Figure 1. Routing congestion map (run 1).
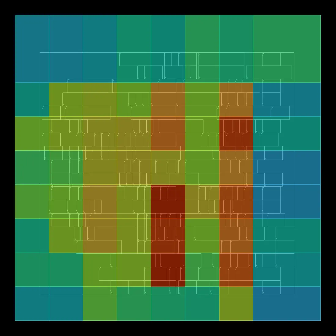
Figure 2. Met1 routing (run 1).
Drawn at 10 px/um. Supply wires on this layer in grey.
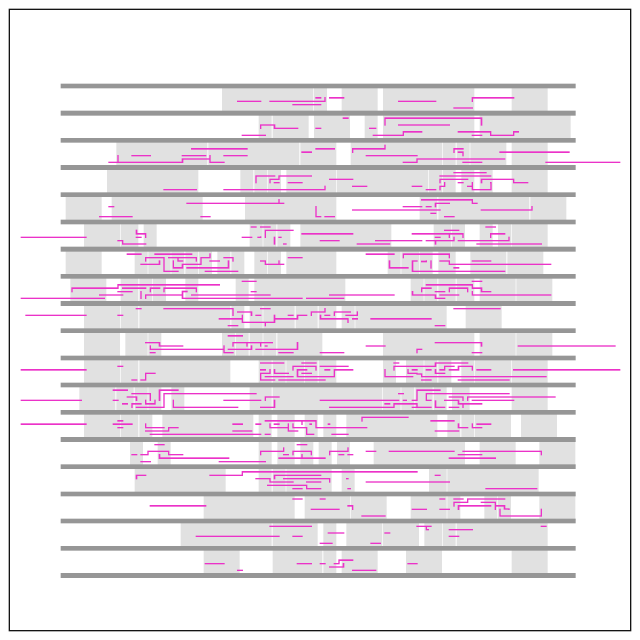
Figure 3. Signal wires on met3 (run 1).
Drawn at 6 px/um.
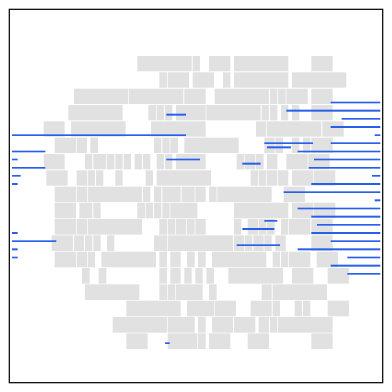
### config.mk
export PLATFORM = sky130hd
export DESIGN_NAME = a2d_arbiter
export DESIGN_NICKNAME = d
export VERILOG_FILES = /design/src/rtl/a2d_arbiter.sv
export SDC_FILE = /design/constraint.sdc
export NUM_CORES = 1
export LEC_CHECK = 0
export ABC_AREA = 1
export ABC_CLOCK_PERIOD_IN_PS = 2700
export CAP_MARGIN = 25
export CORE_MARGIN = 5
export CORE_UTILIZATION = 43
export CTS_BUF_LIST = sky130_fd_sc_hd__clkbuf_8
export CTS_CLUSTER_SIZE = 40
export DETAILED_ROUTE_END_ITERATION = 10
export PLACE_DENSITY = 0.83
export SYNTH_ARGS = -nofsm -noshare
export SYNTH_HDL_FRONTEND = slang
export SYNTH_SLANG_ARGS = --single-unit
### constraint.sdc
create_clock -name clk -period 2.7 [get_ports clk]
set_input_delay 0.27 -clock clk [delete_from_list [all_inputs] [get_ports clk]]
set_output_delay 0.27 -clock clk [all_outputs]
set_load 0.05 [all_outputs]
### src/rtl/a2d_arbiter.sv
// rtl/a2d_arbiter.sv - two-requester arbiter for the shared A2D SPI interface
//
// Purpose: holds one pending request per requester, grants the A2D interface
// by fixed (requester 0 first) or round-robin priority, issues a single
// conversion at a time and returns the completion pulse and the 12-bit
// result to the granted requester.
//
// Optional feature macro: A2D_ARB_TIMEOUT_EN (BUSY watchdog + timeout_err).
//
// Ports:
//   clk, rst                  clock (rising edge), async active-high reset
//   strt_cnv0/1, chnnl0/1     requester request pulses and channels
//   busy0/1                   requester has a request pending or in flight
//   cnv_cmplt0/1              one-cycle completion pulse to the granted requester
//   A2D_res                   registered result, held until the next completion
//   a2d_strt_cnv, a2d_chnnl   start pulse and channel to the A2D interface
//   a2d_cnv_cmplt, a2d_res    completion and result from the A2D interface
//   timeout_err               sticky abort flag (only with A2D_ARB_TIMEOUT_EN)

module a2d_arbiter #(
   parameter bit          RR_MODE = 1'b0,
   parameter logic [15:0] TIMEOUT = 16'd8191
) (
   input  logic        clk,
   input  logic        rst,
   input  logic        strt_cnv0,
   input  logic [2:0]  chnnl0,
   input  logic        strt_cnv1,
   input  logic [2:0]  chnnl1,
   output logic        busy0,
   output logic        busy1,
   output logic        cnv_cmplt0,
   output logic        cnv_cmplt1,
   output logic [11:0] A2D_res,
   output logic        a2d_strt_cnv,
   output logic [2:0]  a2d_chnnl,
   input  logic        a2d_cnv_cmplt,
   input  logic [11:0] a2d_res
`ifdef A2D_ARB_TIMEOUT_EN
   ,
   output logic        timeout_err
`endif
);

   typedef enum logic [1:0] {S_IDLE, S_ISSUE, S_BUSY, S_DONE} state_t;

   state_t      r_state;
   state_t      w_next;
   logic        r_pend0;
   logic        r_pend1;
   logic [2:0]  r_ch0;
   logic [2:0]  r_ch1;
   logic        r_gnt;
   logic        r_last_gnt;
   logic [2:0]  r_chnnl;
   logic [11:0] r_res;
   logic        w_sel;
   logic        w_done;
   logic        w_abort;
   logic        w_clr0;
   logic        w_clr1;
   logic        w_acc0;
   logic        w_acc1;
   logic        w_pulse;

`ifdef A2D_ARB_TIMEOUT_EN
   logic [15:0] r_cnt;
   logic        r_to_pulse;
   logic        r_to_err;
`else
   localparam logic [15:0] unused_timeout = TIMEOUT;
`endif

   // Tie: fixed mode favours requester 0, RR mode favours whoever was not last.
   assign w_sel = r_pend0 ? (r_pend1 & RR_MODE & ~r_last_gnt) : 1'b1;

   always_comb begin
      w_next  = r_state;
      w_done  = 1'b0;
      w_abort = 1'b0;
      case (r_state)
         S_IDLE:  if (r_pend0 | r_pend1) w_next = S_ISSUE;
         S_ISSUE: w_next = S_BUSY;
         S_BUSY: begin
            if (a2d_cnv_cmplt) begin
               w_done = 1'b1;
               w_next = S_DONE;
            end
`ifdef A2D_ARB_TIMEOUT_EN
            else if (r_cnt == TIMEOUT - 16'd1) begin
               w_abort = 1'b1;
               w_next  = S_IDLE;
            end
`endif
         end
         S_DONE:  w_next = S_IDLE;
         default: w_next = S_IDLE;
      endcase
   end

   assign w_clr0 = (w_done | w_abort) & ~r_gnt;
   assign w_clr1 = (w_done | w_abort) &  r_gnt;
   // A request coinciding with its own completion clear is still accepted.
   assign w_acc0 = strt_cnv0 & (~r_pend0 | w_clr0);
   assign w_acc1 = strt_cnv1 & (~r_pend1 | w_clr1);

   always_ff @(posedge clk or posedge rst) begin
      if (rst) begin
         r_state    <= S_IDLE;
         r_pend0    <= 1'b0;
         r_pend1    <= 1'b0;
         r_ch0      <= 3'b000;
         r_ch1      <= 3'b000;
         r_gnt      <= 1'b0;
         r_last_gnt <= 1'b1;
         r_chnnl    <= 3'b000;
         r_res      <= 12'h000;
      end else begin
         r_state <= w_next;
         if (w_acc0) begin
            r_pend0 <= 1'b1;
            r_ch0   <= chnnl0;
         end else if (w_clr0) begin
            r_pend0 <= 1'b0;
         end
         if (w_acc1) begin
            r_pend1 <= 1'b1;
            r_ch1   <= chnnl1;
         end else if (w_clr1) begin
            r_pend1 <= 1'b0;
         end
         if (r_state == S_IDLE && (r_pend0 | r_pend1)) begin
            r_gnt   <= w_sel;
            r_chnnl <= w_sel ? r_ch1 : r_ch0;
         end
         if (r_state == S_ISSUE) r_last_gnt <= r_gnt;
         if (w_done) r_res <= a2d_res;
`ifdef A2D_ARB_TIMEOUT_EN
         if (w_abort) r_res <= 12'hFFF;
`endif
      end
   end

`ifdef A2D_ARB_TIMEOUT_EN
   // Abort jumps straight to IDLE, so its completion pulse is registered here
   // and appears in the IDLE cycle while r_gnt still names the aborted requester.
   always_ff @(posedge clk or posedge rst) begin
      if (rst) begin
         r_cnt      <= 16'd0;
         r_to_pulse <= 1'b0;
         r_to_err   <= 1'b0;
      end else begin
         if (r_state == S_ISSUE)     r_cnt <= 16'd0;
         else if (r_state == S_BUSY) r_cnt <= r_cnt + 16'd1;
         r_to_pulse <= w_abort;
         if (w_abort) r_to_err <= 1'b1;
      end
   end
   assign timeout_err = r_to_err;
   assign w_pulse     = (r_state == S_DONE) | r_to_pulse;
`else
   assign w_pulse     = (r_state == S_DONE);
`endif

   assign busy0        = r_pend0;
   assign busy1        = r_pend1;
   assign cnv_cmplt0   = w_pulse & ~r_gnt;
   assign cnv_cmplt1   = w_pulse &  r_gnt;
   assign a2d_strt_cnv = (r_state == S_ISSUE);
   assign a2d_chnnl    = r_chnnl;
   assign A2D_res      = r_res;

endmodule

==> out/qor.yml, run 1 <==
outcome: "completed"
placedInstanceArea_mm2: 0.00159
r2r_cells: 5
drt-met1-wl_um: 989
avgViaCountPerCell: 4.99
clk_path_buf_depth: 2
crit_start: "r_state[1]$_DFFE_PP0P_"
ys_types: 13
cp-end-kind: "output pin"
critPathMaxFanout: 4
slew_headroom_pct: 36.6
fillerInstances: 207
firstDrtPassIters: 4
seq_cell_power_mw: 0.701
io_pins: 43
p_comb_share_pct: 54.3
cpPeakStageDelay_ns: 0.80
crit_chain: "ha_1 -> inv_1 -> nor2_1 -> clkdlybuf4s50_1"
ir_drop_uv: 879
comb-power_mw: 1.22
synth.avg_cell_area_um2: 8.36
cpMaxStageDelayCell: "clkdlybuf4s50_1"
r2r_end: "A2D_res[9]$_DFFE_PP0N_"
syn_area_mm2: 0.00116
ys_area_mm2: 0.00116
power.total_mw: 2.24
cp-endpoint: "cnv_cmplt0"
min_path_type: "reg2reg"
timing.hold.ws_ns: 0.478
layout_top_cell: "nand2_1"
fp_util_pct: 46.1
p_clk_share_pct: 14.3
detailed_place_hpwl_mm: 2.01
die_h_um: 62.0
pwr-share-seq_pct: 31.3
finalSetupViolCount: 0
synthCells: 139
clk_pin_slew_ns: 0.09
place.gp.congestion: 0.833
insertion_delay_ns: 0.27
worstHoldStart: "A2D_res[2]$_DFFE_PP0N_"
finalHoldViolCount: 0
route.detailed.drc: 0
logic_area_um2: 450
ys_seq_share_pct: 56.0
setup_tns_ns: 0
antenna_cells: 0
drv_slew: 0
About Figure 1:
M3 GR Usage: 4.34%
Util after Layout: 66.0%
met1 GRT Util: 16.7%
busiest layer in global routing: met2
routing usage on met2: 26.5%

About Figure 2:
The layer holds 39% of the routed length. The layer carries 989 um of wire.

About Figure 3:
The longest straight run is 28.8 um. The layer holds 11% of the routed length. The layer carries 285 um of wire.

==> run 1: cell type report <==
type	instances	area share (%)
Sequential cell	26	39.1
Multi-Input combinational cell	99	27.1
Clock buffer	3	2.48
Tap cell	30	2.26
Inverter	9	2.03
Clock inverter	1	1.80
Timing Repair Buffer	42	25.3
==> run 1: Yosys cell counts <==
library cell  instances  area [um2]
o21ai_0               1        5.00
o21ai_2               1        8.76
buf_4                 1        7.51
nand2_2               4        25.0
dfrtp_1              26         651
ha_1                  4        50.1
nand2_1              64         240
inv_1                 9        33.8
clkbuf_2              1        5.00
nor2_1                3        11.3
buf_2                 3        15.0
a21oi_1               1        5.00
nand3_1              21         105
==> run 1: per-stage QoR <==
stage	cells	utilization, %
finish	210	66.0
global route	210	66.0
CTS	210	66.0
detailed placement	206	63.1
global placement	206	63.1
floorplan	139	-
==> run 1: kinds of logic after synthesis <==
| group | Yosys count | share of synthesized area [%] |
|---|---|---|
| and+or+nand+nor | 92 | 32.8 |
| AOI/OAI and AO/OA | 3 | 1.61 |
| DFF | 26 | 56.0 |
| buffers and inverters | 14 | 5.27 |
| adders and majority gates | 4 | 4.31 |
==> run 1: metal layers <==
| metal | vias to the layer above | global-route usage [%] |
|---|---|---|
| li1 | 514 | - |
| met1 | 482 | 16.7 |
| met2 | 48 | 26.5 |
| met3 | 3 | 4.34 |
| met4 | 0 | 6.67 |
| met5 | - | 0 |
==> run 1: sequential cells by signal, indices dropped and copies added (netlist names) <==
signal and count:
A2D_res 12, a2d_chnnl 3, r_ch0 3, r_ch1 3
r_state 2, busy0 1, busy1 1, r_gnt 1
==> run 1: worst register-to-register path: cells and delay by family, from the launching register on <==
family,cells,cell delay (ns)
buffers and inverters,1,0.11
adder cells (fa/ha/maj),1,0.51
AND/OR/NAND/NOR,3,0.60
flip-flops,1,0.42
==> run 1 -> run 2 <==
--- a/config.mk
+++ b/config.mk
@@ -6,10 +6,10 @@
 export NUM_CORES = 1
 export LEC_CHECK = 0
 export ABC_AREA = 1
-export ABC_CLOCK_PERIOD_IN_PS = 2700
+export ABC_CLOCK_PERIOD_IN_PS = 1800
 export CAP_MARGIN = 25
 export CORE_MARGIN = 5
-export CORE_UTILIZATION = 43
+export CORE_UTILIZATION = 41
 export CTS_BUF_LIST = sky130_fd_sc_hd__clkbuf_8
 export CTS_CLUSTER_SIZE = 40
 export DETAILED_ROUTE_END_ITERATION = 10
==> constraint.sdc (replaced) <==
create_clock -name clk -period 1.8 [get_ports clk]
set_input_delay 0.18 -clock clk [delete_from_list [all_inputs] [get_ports clk]]
set_output_delay 0.18 -clock clk [all_outputs]
set_load 0.05 [all_outputs]
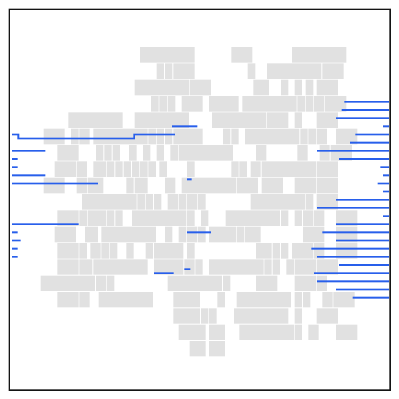
Figure 4: run 2, signal wires on met3.
Drawn at 6 px/um.
The wires run mostly horizontal. The longest straight run is 19.3 um. 39 nets have wire on it.

==> out/qor.yml, run 2 <==
ys_area_mm2: 0.00116  # unchanged
fillerInstances: 240  # +16%
layout_top_cell: "nand2_1"
ir_drop_uv: 1510  # +72%
setup_tns_ns: 0  # unchanged
largest_reg_flops: 12  # unchanged
ff_type: "dfrtp_1"
ys_seq_share_pct: 56.0  # unchanged
outcome: "completed"
synthArstFlopShare_pct: 100  # unchanged
timing.hold.ws_ns: 0.254  # -0.224 ns
synth.avg_cell_area_um2: 8.36  # unchanged
use_met2_pct: 24.4  # -2.1 points
antenna_cells: 0  # unchanged
insertion_delay_ns: 0.27  # about the same
clk_path_buf_depth: 2  # unchanged
detailed_place_hpwl_mm: 2.14  # +6.1%
synth-edff-count: 0  # unchanged
p_clk_share_pct: 11.2  # -3.1 points
comb-power_mw: 1.84  # +51%
die_h_um: 63.2  # +2.0%
top_area_share_pct: 56.0  # unchanged
io_pins: 43  # unchanged
drv_slew: 0  # unchanged
pwr-share-seq_pct: 32.1  # +0.8 points
fp_util_pct: 42.5  # -3.6 points
avgViaCountPerCell: 4.86  # -2.4%
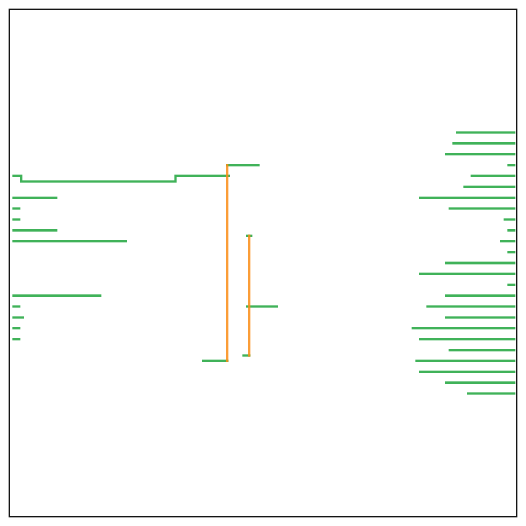
Figure 5: run 2, wiring by layer.
Drawn at 8 px/um. Only two layers are drawn.
metal 3: drawn in green, wire length 259 um. metal 4: drawn in orange, wire length 39.4 um.

-- run 2: cell counts after synthesis --
No cell type changed its count.
-- run 2: kinds of logic (layout without fill, tap and decap cells) --
| group | after synthesis | after routing | synth area share, % |
|---|---|---|---|
| fa+ha+maj | 4 | 4 | 4.31 |
| flops | 26 | 26 | 56.0 |
| buf+inv | 14 | 58 | 5.27 |
| compound gates | 3 | 3 | 1.61 |
| simple gates | 92 | 92 | 32.8 |
-- run 2: layer usage --
metal	wire (um)	share of wire, %
met1	1110	42
met2	1240	47
met3	258	9.7
met4	39	1.5
met5	0	0
-- run 2: stage by stage --
stage / setup slack, ns / cells / util, % / area (um2)
finish: 0.0997 / 214 / 60.8 / 1660
detailed placement: 0.398 / 210 / 58.8 / 1610
CTS: 0.0889 / 214 / 60.8 / 1660
global placement: 0.402 / 210 / 58.8 / 1610
global route: 0.0155 / 214 / 60.8 / 1660
floorplan: 0.414 / 139 / - / 1160
-- run 2: path summary, 6_finish.rpt --
kind | depth (start not counted) | to | startpoint
min in group clk | 3 | r_ch0[2]$_DFFE_PP0P_ | chnnl0[2]
worst min-delay path | 3 | A2D_res[5]$_DFFE_PP0N_ | rst
worst max-delay path | 1 | busy1 | busy1$_DFFE_PP0P_
worst min register to register | 2 | A2D_res[2]$_DFFE_PP0N_ | A2D_res[2]$_DFFE_PP0N_
max in group asynchronous | 3 | A2D_res[3]$_DFFE_PP0N_ | rst
worst max register to register | 5 | A2D_res[8]$_DFFE_PP0N_ | r_state[0]$_DFFE_PP0P_
-- run 2: area by class of cell --
type                    count  area share [%]
flip-flops and latches     26            39.2
inverters                   9            2.03
well taps                  31            2.33
repair buffers             45            26.1
multi-input cells          99            27.1
clock buffers               4            3.31
Power figures rest on the tool's default switching activity, not on a simulated workload.
